[src/rtl/seg_scan_if.sv]
// Value handshake between the display value producer and seg_scan_scheduler.
// The producer drives the master side and the scheduler sits on the slave side.
interface seg_scan_if;
  logic [13:0] value_in;
  logic        value_valid;
  logic        value_ready;

  modport master (
    output value_in,
    output value_valid,
    input  value_ready
  );

  modport slave (
    input  value_in,
    input  value_valid,
    output value_ready
  );
endinterface

[src/rtl/seg_scan_scheduler.sv]
// Four-digit seven-segment scan scheduler with blanking, PWM and frame-synced values.
// Optional leading-zero blanking is enabled by defining SEG_SCAN_LZB_EN.
module seg_scan_scheduler #(
  parameter int DWELL_CYCLES = 50000,
  parameter int BLANK_CYCLES = 1000
) (
  input  logic        clk,
  input  logic        rst_n,
  seg_scan_if.slave   vin,
  input  logic [3:0]  brightness,
  output logic [1:0]  digit_sel,
  output logic [3:0]  cs,
  output logic        blank,
  output logic [13:0] value_out,
  output logic        frame_done
);

  localparam int MAXC = (BLANK_CYCLES > DWELL_CYCLES) ?
                        BLANK_CYCLES : DWELL_CYCLES;
  localparam int CW = $clog2(MAXC + 1);

  localparam logic [CW-1:0] STEP   = CW'(DWELL_CYCLES / 16);
  localparam logic [CW-1:0] LAST_B = CW'(BLANK_CYCLES - 1);
  localparam logic [CW-1:0] LAST_D = CW'(DWELL_CYCLES - 1);
  localparam logic [13:0]   VMAX   = 14'd9999;

  typedef enum logic [1:0] {
    ST_BLANK,
    ST_ON,
    ST_DARK
  } state_e;

  state_e        state_q, state_d;
  logic [CW-1:0] cnt_q, cnt_d;
  logic [CW-1:0] on_q, on_d;
  logic [CW-1:0] bri_w;
  logic [1:0]    dig_q, dig_d;

  logic [13:0]   pend_q, pend_d;
  logic          full_q, full_d;
  logic [13:0]   act_q, act_d;
  logic          rdy_q, rdy_d;

  logic [3:0]    cs_q, cs_d;
  logic          blank_q, blank_d;
  logic          fd_q, fd_d;

  logic          acc;
  logic          bnd;
  logic          lz_ok;
  logic          lit;

  // The counter runs through ON and DARK as one dwell window,
  // so the slot end is the same compare for every brightness.
  always_comb begin
    state_d = state_q;
    cnt_d   = cnt_q + CW'(1);
    on_d    = on_q;
    dig_d   = dig_q;
    bri_w   = CW'(brightness) + CW'(1);
    unique case (state_q)
      ST_BLANK: begin
        if (cnt_q == LAST_B) begin
          state_d = ST_ON;
          cnt_d   = '0;
          on_d    = bri_w * STEP;
        end
      end
      ST_ON: begin
        if (cnt_q == LAST_D) begin
          state_d = ST_BLANK;
          cnt_d   = '0;
          dig_d   = dig_q + 2'd1;
        end else if (cnt_q == on_q - CW'(1)) begin
          state_d = ST_DARK;
        end
      end
      ST_DARK: begin
        if (cnt_q == LAST_D) begin
          state_d = ST_BLANK;
          cnt_d   = '0;
          dig_d   = dig_q + 2'd1;
        end
      end
      default: begin
        state_d = ST_BLANK;
        cnt_d   = '0;
      end
    endcase
  end

  always_comb begin
    acc    = vin.value_valid && rdy_q;
    bnd    = fd_q && full_q;
    pend_d = pend_q;
    full_d = full_q;
    act_d  = act_q;
    if (bnd) begin
      act_d  = pend_q;
      full_d = 1'b0;
    end
    if (acc) begin
      pend_d = (vin.value_in > VMAX) ? VMAX : vin.value_in;
      full_d = 1'b1;
    end
    rdy_d = !full_d;
  end

  always_comb begin
`ifdef SEG_SCAN_LZB_EN
    unique case (1'b1)
      dig_d == 2'd3: lz_ok = act_d >= 14'd1000;
      dig_d == 2'd2: lz_ok = act_d >= 14'd100;
      dig_d == 2'd1: lz_ok = act_d >= 14'd10;
      default:       lz_ok = 1'b1;
    endcase
`else
    lz_ok = 1'b1;
`endif
    lit     = (state_d == ST_ON) && lz_ok;
    cs_d    = lit ? (4'b0001 << dig_d) : 4'b0000;
    blank_d = !lit;
    fd_d    = (state_d != ST_BLANK) && (dig_d == 2'd3) &&
              (cnt_d == LAST_D);
  end

  always_ff @(posedge clk) begin
    if (!rst_n) begin
      state_q <= ST_BLANK;
      cnt_q   <= '0;
      on_q    <= '0;
      dig_q   <= 2'd0;
      pend_q  <= '0;
      full_q  <= 1'b0;
      act_q   <= '0;
      rdy_q   <= 1'b1;
      cs_q    <= 4'b0000;
      blank_q <= 1'b1;
      fd_q    <= 1'b0;
    end else begin
      state_q <= state_d;
      cnt_q   <= cnt_d;
      on_q    <= on_d;
      dig_q   <= dig_d;
      pend_q  <= pend_d;
      full_q  <= full_d;
      act_q   <= act_d;
      rdy_q   <= rdy_d;
      cs_q    <= cs_d;
      blank_q <= blank_d;
      fd_q    <= fd_d;
    end
  end

  assign digit_sel       = dig_q;
  assign cs              = cs_q;
  assign blank           = blank_q;
  assign value_out       = act_q;
  assign frame_done      = fd_q;
  assign vin.value_ready = rdy_q;

endmodule

[src/flat_wrapper.sv]
// flat-port wrapper written by rule: the top's interface ports become plain ports
module seg_scan_scheduler_flat 
#(
  parameter int DWELL_CYCLES = 50000,
  parameter int BLANK_CYCLES = 1000
)
  (clk, rst_n, brightness, digit_sel, cs, blank, value_out, frame_done, vin_value_in, vin_value_valid, vin_value_ready);
  seg_scan_if vin_i ();
  input  logic clk;
  input  logic rst_n;
  input  logic [3:0] brightness;
  output logic [1:0] digit_sel;
  output logic [3:0] cs;
  output logic blank;
  output logic [13:0] value_out;
  output logic frame_done;
  input wire logic [$bits(vin_i.value_in)-1:0] vin_value_in;
  input wire logic [$bits(vin_i.value_valid)-1:0] vin_value_valid;
  output wire logic [$bits(vin_i.value_ready)-1:0] vin_value_ready;
  assign vin_i.value_in = vin_value_in;
  assign vin_i.value_valid = vin_value_valid;
  assign vin_value_ready = vin_i.value_ready;
  seg_scan_scheduler #(.DWELL_CYCLES(DWELL_CYCLES), .BLANK_CYCLES(BLANK_CYCLES)) u_core (.clk(clk), .rst_n(rst_n), .vin(vin_i), .brightness(brightness), .digit_sel(digit_sel), .cs(cs), .blank(blank), .value_out(value_out), .frame_done(frame_done));
endmodule
[config.mk]
export PLATFORM = sky130hd
export DESIGN_NAME = seg_scan_scheduler_flat
export DESIGN_NICKNAME = d
export VERILOG_FILES = /design/src/rtl/seg_scan_if.sv /design/src/rtl/seg_scan_scheduler.sv /design/src/flat_wrapper.sv
export SDC_FILE = /design/constraint.sdc
export NUM_CORES = 1
export LEC_CHECK = 0
export ABC_CLOCK_PERIOD_IN_PS = 5800
export CAP_MARGIN = 20
export CORE_ASPECT_RATIO = 0.9
export CORE_MARGIN = 4
export CORE_UTILIZATION = 58
export DETAILED_ROUTE_END_ITERATION = 10
export MAX_ROUTING_LAYER = met4
export PLACE_DENSITY = 0.81
export SLEW_MARGIN = 30
export SYNTH_ARGS = -nofsm -noshare
export SYNTH_HDL_FRONTEND = slang
export SYNTH_SLANG_ARGS = --single-unit
[constraint.sdc]
create_clock -name clk -period 5.8 [get_ports clk]
set_input_delay 1.16 -clock clk [delete_from_list [all_inputs] [get_ports clk]]
set_output_delay 1.16 -clock clk [all_outputs]
set_load 0.01 [all_outputs]
Run 1, sequential cells grouped by signal name:
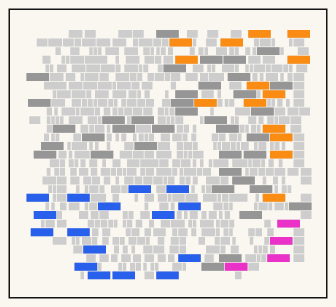
| colour | netlist name | placed flops |
|---|---|---|
| blue | `u_core.cnt_q` | 16 |
| magenta | `u_core.cs` | 4 |
| orange | `u_core.value_out` | 14 |
not coloured: 38
power drawn by the sequential cells: 511 uW
utilization of the core after routing: 69.8%

Run 1, metal layers overlaid:
Only two layers are drawn.
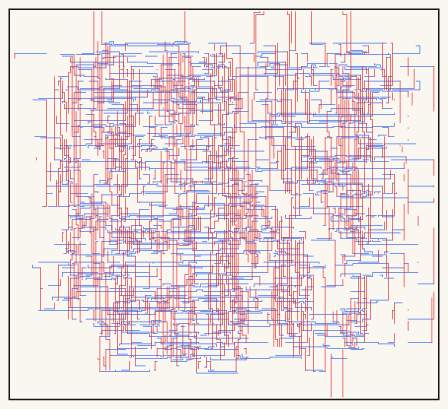
| colour | layer | wire length |
|---|---|---|
| red | M2 | 4860 um |
| blue | M1 | 4510 um |
Routed wire per std cell: 15.0 um
Total Wirelength: 9950 um

Run 1, supply network:
Bar = 20 um. Pins as bars on the die edge. Tap cells in grey.
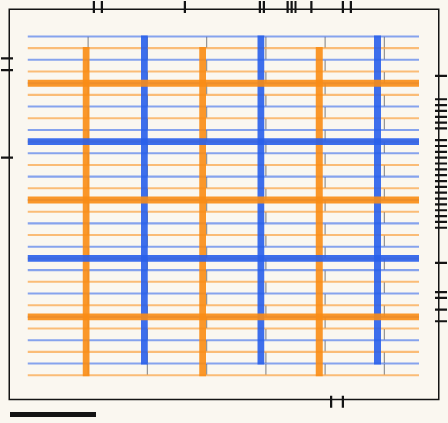
| colour | net |
|---|---|
| orange | VSS |
| blue | VDD |
signal pins: 44
rows: 29
met4 straps: 6
total core area: 7180 um^2
die outline height: 90.5 um

Run 1, routing congestion map:
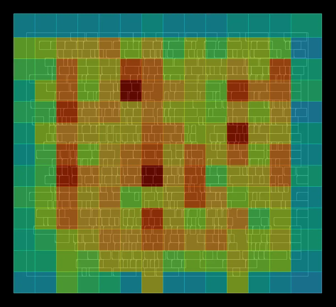
Tot GR Track Use: 22.8%
met3 Resource Use GR: 4.40%

==> notes.md, run 1 <==
Implementation summary

The class of the worst hold path is register to register. The global routing report lists met2 layer usage as 38.5%. The most critical setup path has its endpoint at u_core.on_q[13]$_SDFFE_PN0P_. The clock latency at the later pin of the worst-skew pair is 0.35 ns. The maximum root-to-sink buffer count is 2. The number of buffer cells added on primary ports is 43.

Along the worst hold path, the cell count comes to 2. The initialized floorplan defines 29 standard-cell rows. The launch point of the worst register-to-register path is recorded as u_core.on_q[0]$_SDFFE_PN0P_. The root buffer cell chosen for the clock tree is sky130_fd_sc_hd__clkbuf_8. For this run, the detailed router reports a per-instance via density of 5.83. The die is 99.6 um wide. The main area contributors are sky130_fd_sc_hd__dfxtp_1 33%, sky130_fd_sc_hd__ha_1 10%, sky130_fd_sc_hd__nand2_1 6.0%, sky130_fd_sc_hd__a21oi_1 4.5%, sky130_fd_sc_hd__xnor2_1 4.4%. According to the timing report, the arrival time at the worst endpoint equals 5.37 ns. The via count of the first global-routing pass was 3657. The total nets after synthesis is 591. The pin count of the biggest net entering global routing is 43. For this run, the script counts the antenna cells in the layout as 0. The initial antenna violation count is 0. The quantity of hold-fixing buffers added after cts is 0. The gate family responsible for the most delay along the worst path is adder cells.

For the worst min-delay path, the startpoint reported by OpenROAD is u_core.value_out[7]$_SDFFE_PN0P_. The synthesized design spends more area on one cell type than any other, namely sky130_fd_sc_hd__dfxtp_1. The number of buffers inserted during clock tree synthesis is 9. The fraction of the core area occupied by cells at floorplan is 61.0%. Per the post-place timing report, worst setup slack is 0.372 ns. In this run the mean area of a mapped cell was 8.24 um^2.

After layout, the worst setup slack is 0.662 ns. The number of max-capacitance violations reported is 0. The final timing report lists clock skew as 0.0177 ns. The pre-antenna-repair detailed-routing pass consisted of 5 iterations. After synthesis the cells add up to 4380 um^2. The register share after synthesis is 32.9%. The vias after detailed routing is 3863. Once the clock tree was built, the setup fixing pass inserted 0 buffers. After synthesis, the share of flip-flops with an asynchronous set or reset is 0%. In this run the worst setup path begins at brightness[0]. The yosys stat chip area is 4380 um^2. The overall overflow remaining after global route is 0. The register clock-pin slew on the reported worst setup and hold paths is 0.09 ns. The first-pass GRT wire length is 16700 um. The most common library cell in the layout ignoring fill and taps is sky130_fd_sc_hd__dfxtp_1. The final max-slew violation count is 0. The final tally of setup violations is 0.

Ranking logic cells in the layout by count gives the top entries 72 x sky130_fd_sc_hd__dfxtp_1, 70 x sky130_fd_sc_hd__nand2_1, 49 x sky130_fd_sc_hd__nor2_1, 43 x sky130_fd_sc_hd__clkdlybuf4s50_1, 39 x sky130_fd_sc_hd__a21oi_1. OpenROAD reports that the post-layout worst path occupies 88.6% of the period. The layout summary lists the proportion of cells stronger than drive strength 1 as 7.19%. Timing would allow up to 0.195 GHz. The die outline area is 9020 um^2. The number of hold violations in the final report is 0. Global routing used 27.9% of the available met1 tracks.

The final weighted congestion recorded by global placement is 0.930. The DRC violations left is 0. The count of instances resized after the clock tree is built is 0. The most prevalent standard cell on the critical path is sky130_fd_sc_hd__ha_1. The end of the worst register-to-register path is u_core.frame_done$_SDFF_PN0_. The run finished with clean final reports. The Yosys warning count is 0. The critical path goes through clkdlybuf4s50_1 > ha_1 > xor2_1 > ha_1 > inv_1 > fa_1 > inv_1 > ha_1 > ha_1 > a21o_1 > a21oi_1 > o21ai_0 > a21oi_1 > o21ai_0 > a21bo_2 > a211o_1. The worst setup path category is input port to register. The number of H-tree branching levels is 3. The post-synthesis instance total is 532. The worst-case max-slew headroom was logged as 52.2%. The area overhead of the layout relative to synthesis is 14.4%. The timing report gives the biggest stage delay along the critical path as 0.66 ns. The area share of the largest cell type after synthesis is 32.9%. Once layout is complete, the cells apart from fillers number 663.

After synthesis, the most frequently instantiated cells are 72 x sky130_fd_sc_hd__dfxtp_1, 70 x sky130_fd_sc_hd__nand2_1, 49 x sky130_fd_sc_hd__nor2_1. The most frequent cell after synthesis is sky130_fd_sc_hd__dfxtp_1. The cell count in the Yosys report is 532. TritonCTS built the clock tree.
-- run 1: routing by layer --
metal	share of wire, %	vias to the layer above	wire length (um)
met5	0	-	0
met4	0.84	0	84
met3	5.0	10	499
met2	49	95	4860
met1	45	1822	4510
li1	-	1936	-
-- run 1: area by class of cell --
class	instances	area share, %
Multi-Input combinational cell	412	54.4
Sequential cell	72	28.7
Timing Repair Buffer	46	9.03
Clock buffer	9	2.47
Tap cell	93	2.32
Inverter	24	1.80
Clock inverter	7	1.20
-- run 1: where the power goes --
part / internal, uW / switching (uW)
Clock: 163 / 207
Sequential: 504 / 7.17
Combinational: 75.4 / 90.4
Total: 741 / 305
-- run 1: through the flow --
stage / area, um^2 / utilization [%]
2_1_floorplan: 4380 / -
3_3_place_gp: 4830 / 67.2
3_5_place_dp: 4830 / 67.2
4_1_cts: 5010 / 69.8
5_1_grt: 5010 / 69.8
6_report: 5010 / 69.8
-- run 1: registers in the layout (all words and copies together), names as in the netlist --
name / cells
u_core.frame_done: 1
u_core.pend_q: 14
u_core.vin.value_ready: 1
u_core.blank: 1
u_core.on_q: 16
u_core.digit_sel: 2
u_core.state_q: 2
u_core.cnt_q: 16
u_core.cs: 4
u_core.value_out: 14
u_core.full_q: 1
-- run 1: logic make-up after synthesis --
| family | count (synthesis) | synth area share (%) |
|---|---|---|
| AND-OR/OR-AND | 106 | 15.8 |
| flip-flops | 72 | 32.9 |
| AND/OR/NAND/NOR | 220 | 25.3 |
| multiplexers | 4 | 0.970 |
| buffers and inverters | 48 | 5.02 |
| adder cells (fa/ha/maj) | 38 | 11.2 |
| XOR/XNOR | 44 | 8.79 |
Run 1, layout detail:
Window x 62 to 87, y 10 to 35 um. Cells in grey, sequential cells in the stronger grey; small squares are vias.
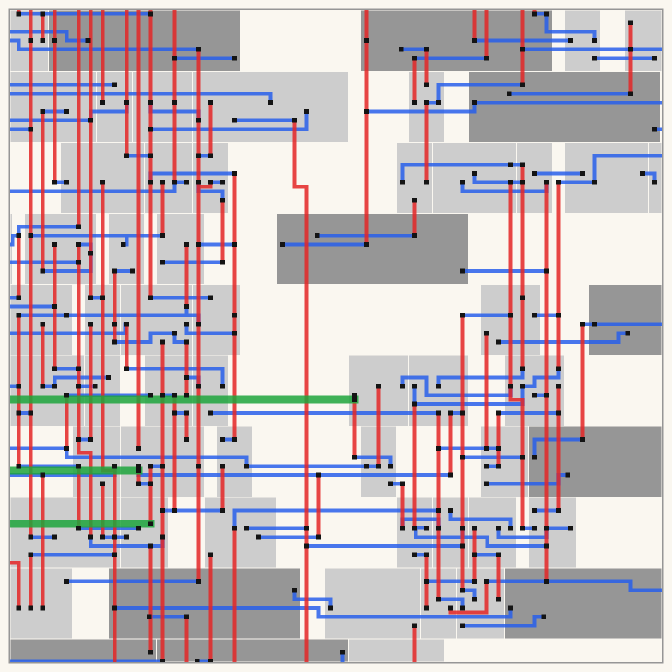

==> run 1 -> run 2 <==
- ABC_CLOCK_PERIOD_IN_PS: 5800 -> 6500
- CORE_UTILIZATION: 58 -> 60
- PLACE_DENSITY: 0.81 -> 0.83
- clock period: 5.8 -> 6.5 ns (I/O delays scaled with it)
Run 2, layout detail:
Window x 61 to 86, y 10 to 35 um. Cells in grey, sequential cells in the stronger grey; small squares are vias.
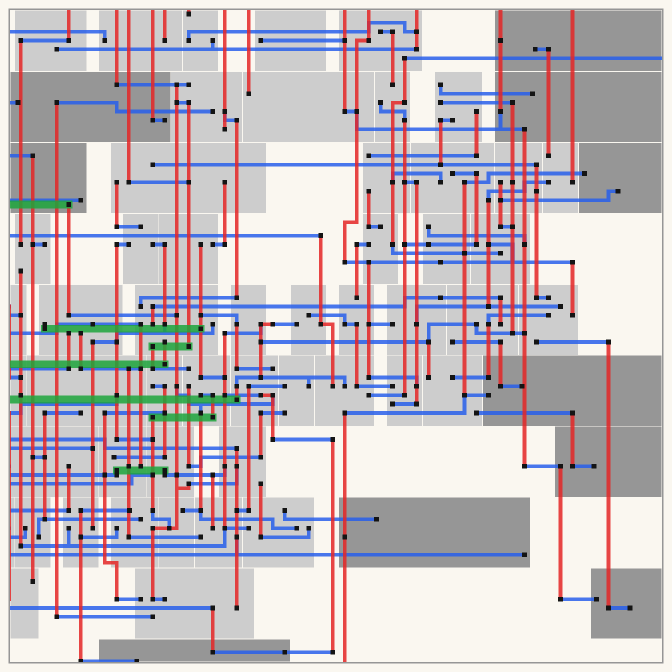
| colour | layer |
|---|---|
| green | M3 |
| red | M2 |
| blue | M1 |
cells with their middle in the window: 53
sequential cells in the window: 6
netlist names of flops here include: `u_core.cs` (2)
most frequent: nor2_1 (7), nand2_1 (6), dfxtp_1 (6)

==> run 2 against run 1 <==
Cell area is essentially flat. Clock power shrank 8.6%. Sequential cell count is the same. Non-clock buffer count is the same. Setup slack gained 0.66 ns. Via count shrank 0.23%. Clock-buffer cell count is the same. First-iteration DRC count shrank 9.0%. Register-to-register slack gained 0.63 ns. Global-route usage grew 0.56 points. Synthesized cell count is the same. Sequential share of layout area is essentially flat. Largest cell class unchanged. Largest power group unchanged. Highest routed layer unchanged.
==> notes.md, run 2 <==
Implementation summary

The area share of the largest cell type after synthesis is 32.9% (unchanged). The area overhead of the layout relative to synthesis is 14.4% (about the same). The count of instances resized after the clock tree is built was 0 (unchanged).

The first-pass GRT wire length is 16200 um (-2.7%). The worst setup path category is input port to register. The met2 wire length is 4550 um (-6.3%). The number of buffer cells added on primary ports came to 43 (unchanged). The number of hold violations in the final report came to 0 (unchanged). The maximum cell stage delay along the critical path is 0.62 ns (-0.04 ns). The met3 usage in global routing is 4.76% (+0.36 points).

The data arrival time of the worst path is 5.45 ns (+0.08 ns). The detailed-routing iteration count for the pre-antenna-repair pass is 5 (unchanged). The fraction of the core area occupied by cells at floorplan was 62.0% (+0.94 points).

STA lists the startpoint of the worst register-to-register path as u_core.on_q[0]$_SDFFE_PN0P_. The relative slew slack is 53.7% (+1.6 points). The height of the chip is 89.1 um (-1.5%). The Yosys warning count is 0 (unchanged). The routing usage on met2 was 39.1% (+0.53 points).

The number of H-tree branching levels is 3 (unchanged). The count of buffers not belonging to the clock network in the layout is 46 (unchanged). The register share after synthesis is 32.9% (unchanged). The registers reported with the highest flop counts are u_core.cnt_q (16), u_core.on_q (16). The clock network area share was 3.69% (+0.024 points). The number of buffers inserted during clock tree synthesis is 9 (unchanged). The class of the worst hold path is register to register. The vias after detailed routing is 3854 (-0.23%). The clock tree from TritonCTS is done.

The signal on the critical path passes through clkdlybuf4s50_1 > ha_1 > xor2_1 > ha_1 > inv_1 > fa_1 > inv_1 > ha_1 > ha_1 > and3b_1 > o21a_1 > o21ai_0 > a21oi_1 > o21a_1 > o211ai_1 > xor2_1 > a211oi_1. The met1 wire length came to 4240 um (-6.0%). In the final design, more cell area goes to multi-input combinational cells than to any other class. The proportion of final cell area spent on non-clock buffers is 9.03% (about the same). The combinational share of cell area is 54.4% (about the same).

The mean area per synthesized cell is 8.24 um^2 (unchanged). The number of max-capacitance violations reported is 0 (unchanged). Post-route period utilization is reported as 79.7%.

The number of standard-cell rows in the floorplan came to 29 (unchanged). The critical path starts at brightness[0]. The number of clock buffers in the layout is 9 (unchanged). The final clock skew came to 0.00945 ns (-0.00828 ns). The die outline area is 8740 um^2 (-3.1%).

The average wire per standard cell was 14.5 um (-3.6%). The internal power component was 663 uW (-11%). The register clock-pin slew on the reported worst setup and hold paths is 0.09 ns (about the same). The end of the worst register-to-register path is u_core.frame_done$_SDFF_PN0_.

The cell sitting at the root of the clock tree is a sky130_fd_sc_hd__clkbuf_8. The hold-critical path depth came to 2 (unchanged). The most common library cell in the layout ignoring fill and taps is sky130_fd_sc_hd__dfxtp_1. The flow ran to the end, and the final reports show no timing, DRC or antenna violations. The cell count in the Yosys report is 532 (unchanged). The DRC violations left was 0 (unchanged). The part of the power in combinational logic is 15.7% (about the same).

By area the synthesized netlist is led by sky130_fd_sc_hd__dfxtp_1 33%, sky130_fd_sc_hd__ha_1 10%, sky130_fd_sc_hd__nand2_1 6.0%, sky130_fd_sc_hd__a21oi_1 4.5%, sky130_fd_sc_hd__xnor2_1 4.4%.
-- run 2: cell counts after synthesis --
No cell type changed its count.
-- run 2: power groups by stage --
stage / logic (uW) / registers [uW] / clock network, uW
after CTS: 147 / 456 / 347
after global routing: 166 / 457 / 364
after detailed placement: 145 / 466 / 0
after floorplan: 104 / 464 / 0
after global placement: 141 / 466 / 0
final: 148 / 456 / 338
-- run 2: metrics by stage --
stage,setup slack [ns],instances,instance area (um^2)
6_report,1.32,663,5010
5_1_grt,1.05,663,5010
4_1_cts,1.36,663,5010
3_5_place_dp,1.05,647,4830
3_3_place_gp,1.19,647,4830
2_1_floorplan,2.00,532,4380
-- run 2: cell families (layout without fill, tap and decap cells) --
kind of cell               after synthesis  after routing  synth area share, %
and+or+nand+nor                        220            220                 25.3
AOI/OAI and AO/OA                      106            106                 15.8
buffers and inverters                   48             86                 5.02
muxes                                    4              4                0.970
xor gates and xnor gates                44             44                 8.79
adders and majority gates               38             38                 11.2
DFF                                     72             72                 32.9
-- run 2: how the worst min path moves through the flow --
stage | start | slack [ns] | endpoint
3_5_place_dp | u_core.pend_q[4]$_SDFFE_PN0P_ | 0.44 | u_core.value_out[4]$_SDFFE_PN0P_
4_1_cts | u_core.pend_q[12]$_SDFFE_PN0P_ | 0.46 | u_core.value_out[12]$_SDFFE_PN0P_
2_1_floorplan | u_core.pend_q[0]$_SDFFE_PN0P_ | 0.43 | u_core.value_out[0]$_SDFFE_PN0P_
6_report | u_core.pend_q[12]$_SDFFE_PN0P_ | 0.45 | u_core.value_out[12]$_SDFFE_PN0P_
3_3_place_gp | u_core.pend_q[12]$_SDFFE_PN0P_ | 0.44 | u_core.pend_q[12]$_SDFFE_PN0P_
5_1_grt | u_core.value_out[1]$_SDFFE_PN0P_ | 0.48 | u_core.value_out[1]$_SDFFE_PN0P_
Run 2, routing congestion map:
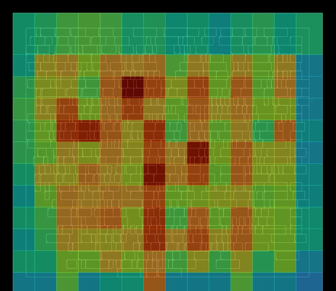

==> run 2 -> run 3 <==
- ABC_CLOCK_PERIOD_IN_PS: 6500 -> 4700
- CORE_UTILIZATION: 60 -> 52
- PLACE_DENSITY: 0.83 -> 0.77
- clock period: 6.5 -> 4.7 ns (I/O delays scaled with it)
Run 3, routing congestion map:
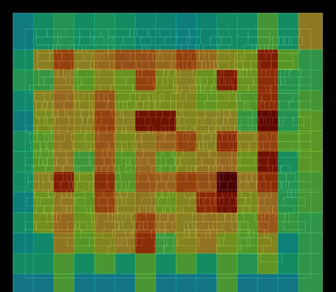
Tot GR Track Use: 21.5%
utilization of the core after routing: 63.5%
fraction of met2 tracks used by global routing: 34.5%

==> run 3 against run 2 <==
Total power rose by 55%. Combinational power grew 45%. Clock power up 82%. Highest routed layer unchanged. Largest cell class unchanged.
==> notes.md, run 3 <==
Implementation summary

The cell total after placement is 664 (+2.6%). The worst slack at placement is -0.119 ns (-1.17 ns). The area of all placed cells without fillers came to 5170 um^2 (+3.1%). The cell count in the Yosys report is 532 (unchanged). The data arrival time of the worst path is 4.64 ns (-0.81 ns). The area share of fa/ha/maj cells after synthesis is 11.2% (unchanged). Hold timing on the final database bottoms out at a slack of 0.455 ns. The worst setup path category is input port to register.

The number of buffer cells added on primary ports is 43 (unchanged). The hold path startpoint is u_core.pend_q[12]$_SDFFE_PN0P_. The number of standard-cell rows in the floorplan came to 31 (+6.9%). The mean area per synthesized cell came to 8.24 um^2 (unchanged). The register clock-pin slew on the reported worst setup and hold paths was 0.08 ns (about the same).

The registers reported with the highest flop counts are u_core.cnt_q (16), u_core.on_q (16). The setup slack of the critical path after layout is 0.335 ns (-0.985 ns). Checking hold timing, the worst path is listed with class register to register. The post-synthesis share of cell area spent on and-or and or-and gates is 15.8% (unchanged).

The internal power component was 1080 uW (+64%). For reference, the critical path cell chain is clkdlybuf4s50_1 > ha_1 > xor2_1 > ha_1 > inv_1 > fa_1 > inv_1 > ha_1 > ha_1 > and3b_1 > o21a_1 > o21ai_1 > a21oi_1 > o21a_1 > o211ai_1 > xor2_1 > a211oi_1. The area share of the largest cell type after synthesis is 32.9% (unchanged). The largest part of the power goes to sequential cells. The number of hold violations in the final report is 0 (unchanged). The relative slew slack is 48.5% (-5.2 points).

The Yosys warning count came to 0 (unchanged). The die outline area came to 9970 um^2 (+14%). The average wire per standard cell is 14.8 um (+2.1%).

The detailed-routing iteration count for the pre-antenna-repair pass is 5 (unchanged). The run finished with clean final reports. The clock tree from TritonCTS is done. The source of the worst register-to-register timing path is u_core.on_q[0]$_SDFFE_PN0P_.

The multiplexer share of the synthesized area is 0.970% (unchanged). The clock root buffer is sky130_fd_sc_hd__clkbuf_8. The combinational family with the most area after synthesis is simple AND/OR/NAND/NOR gates.

The DRC violations left was 0 (unchanged). The first-pass GRT wire length is 16900 um (+4.4%). The synthesized-area fraction occupied by and/or/nand/nor cells was 25.3% (unchanged). The reported clock group power is 615 uW (+82%).

The register share after synthesis is 32.9% (unchanged). The vias after detailed routing is 3917 (+1.6%). The number of H-tree branching levels is 3 (unchanged). The fraction of the core area occupied by cells at floorplan came to 53.8% (-8.1 points). The number of max-capacitance violations reported is 0 (unchanged).

The cell area reported after detailed placement is 4920 um^2 (+1.9%). The final clock skew came to 0.0123 ns (+0.00281 ns). The number of ports placed on the die boundary is 44. The maximum cell stage delay along the critical path is 0.54 ns (-0.08 ns). The height of the chip is 95.1 um (+6.8%). The main area contributors are sky130_fd_sc_hd__dfxtp_1 33%, sky130_fd_sc_hd__ha_1 10%, sky130_fd_sc_hd__nand2_1 6.0%, sky130_fd_sc_hd__a21oi_1 4.5%, sky130_fd_sc_hd__xnor2_1 4.4%. Dividing the final minimum period by the clock period gives 92.9%.

The xor-xnor portion of the synthesized cell area was 8.79% (unchanged).
==> run 3: cell counts after synthesis <==
Identical to the previous run, type by type.
==> run 3: critical path: cells and delay by family <==
family / cells / cell delay (ns)
simple gates: 1 / 0.19
buf+inv: 3 / 0.64
xor+xnor: 2 / 0.31
compound gates: 6 / 1.07
fa+ha+maj: 5 / 1.48
==> run 3: layer usage <==
layer  track usage (%)  routed length (um)  vias up
met5                 -                   0        -
met4              7.21                 129        0
met1              26.9                4490     1828
met2              34.5                4820      113
met3              5.08                 603       12
li1                  -                   -     1964
==> run 3: how the worst max path moves through the flow <==
stage	from	end	slack, ns	cells after the start
after CTS	brightness[0]	u_core.on_q[14]$_SDFFE_PN0P_	0.25	17
final	brightness[0]	u_core.on_q[14]$_SDFFE_PN0P_	0.34	17
after floorplan	brightness[0]	u_core.on_q[13]$_SDFFE_PN0P_	0.56	15
after detailed placement	brightness[0]	u_core.on_q[14]$_SDFFE_PN0P_	-0.12	17
after global placement	brightness[0]	u_core.on_q[14]$_SDFFE_PN0P_	0.07	17
after global routing	brightness[0]	u_core.on_q[14]$_SDFFE_PN0P_	0.01	17
==> run 3: layout make-up <==
class	count	area share (%)
Multi-Input combinational cell	412	52.8
Sequential cell	72	27.9
Timing Repair Buffer	57	10.4
Clock inverter	7	2.42
Clock buffer	9	2.39
Tap cell	99	2.39
Inverter	24	1.74
==> run 3: repair_timing <==
action	CTS	global route
gates resized	0	1
endpoints found under the setup margin	0	2
endpoints found under the hold margin	0	0
==> run 3: cell families after synthesis <==
kind of cell             after synthesis
AND/OR/NAND/NOR                      220
AND-OR/OR-AND                        106
flip-flops                            72
buffers and inverters                 48
XOR/XNOR                              44
adder cells (fa/ha/maj)               38
multiplexers                           4
Power and IR drop assume default switching activity.
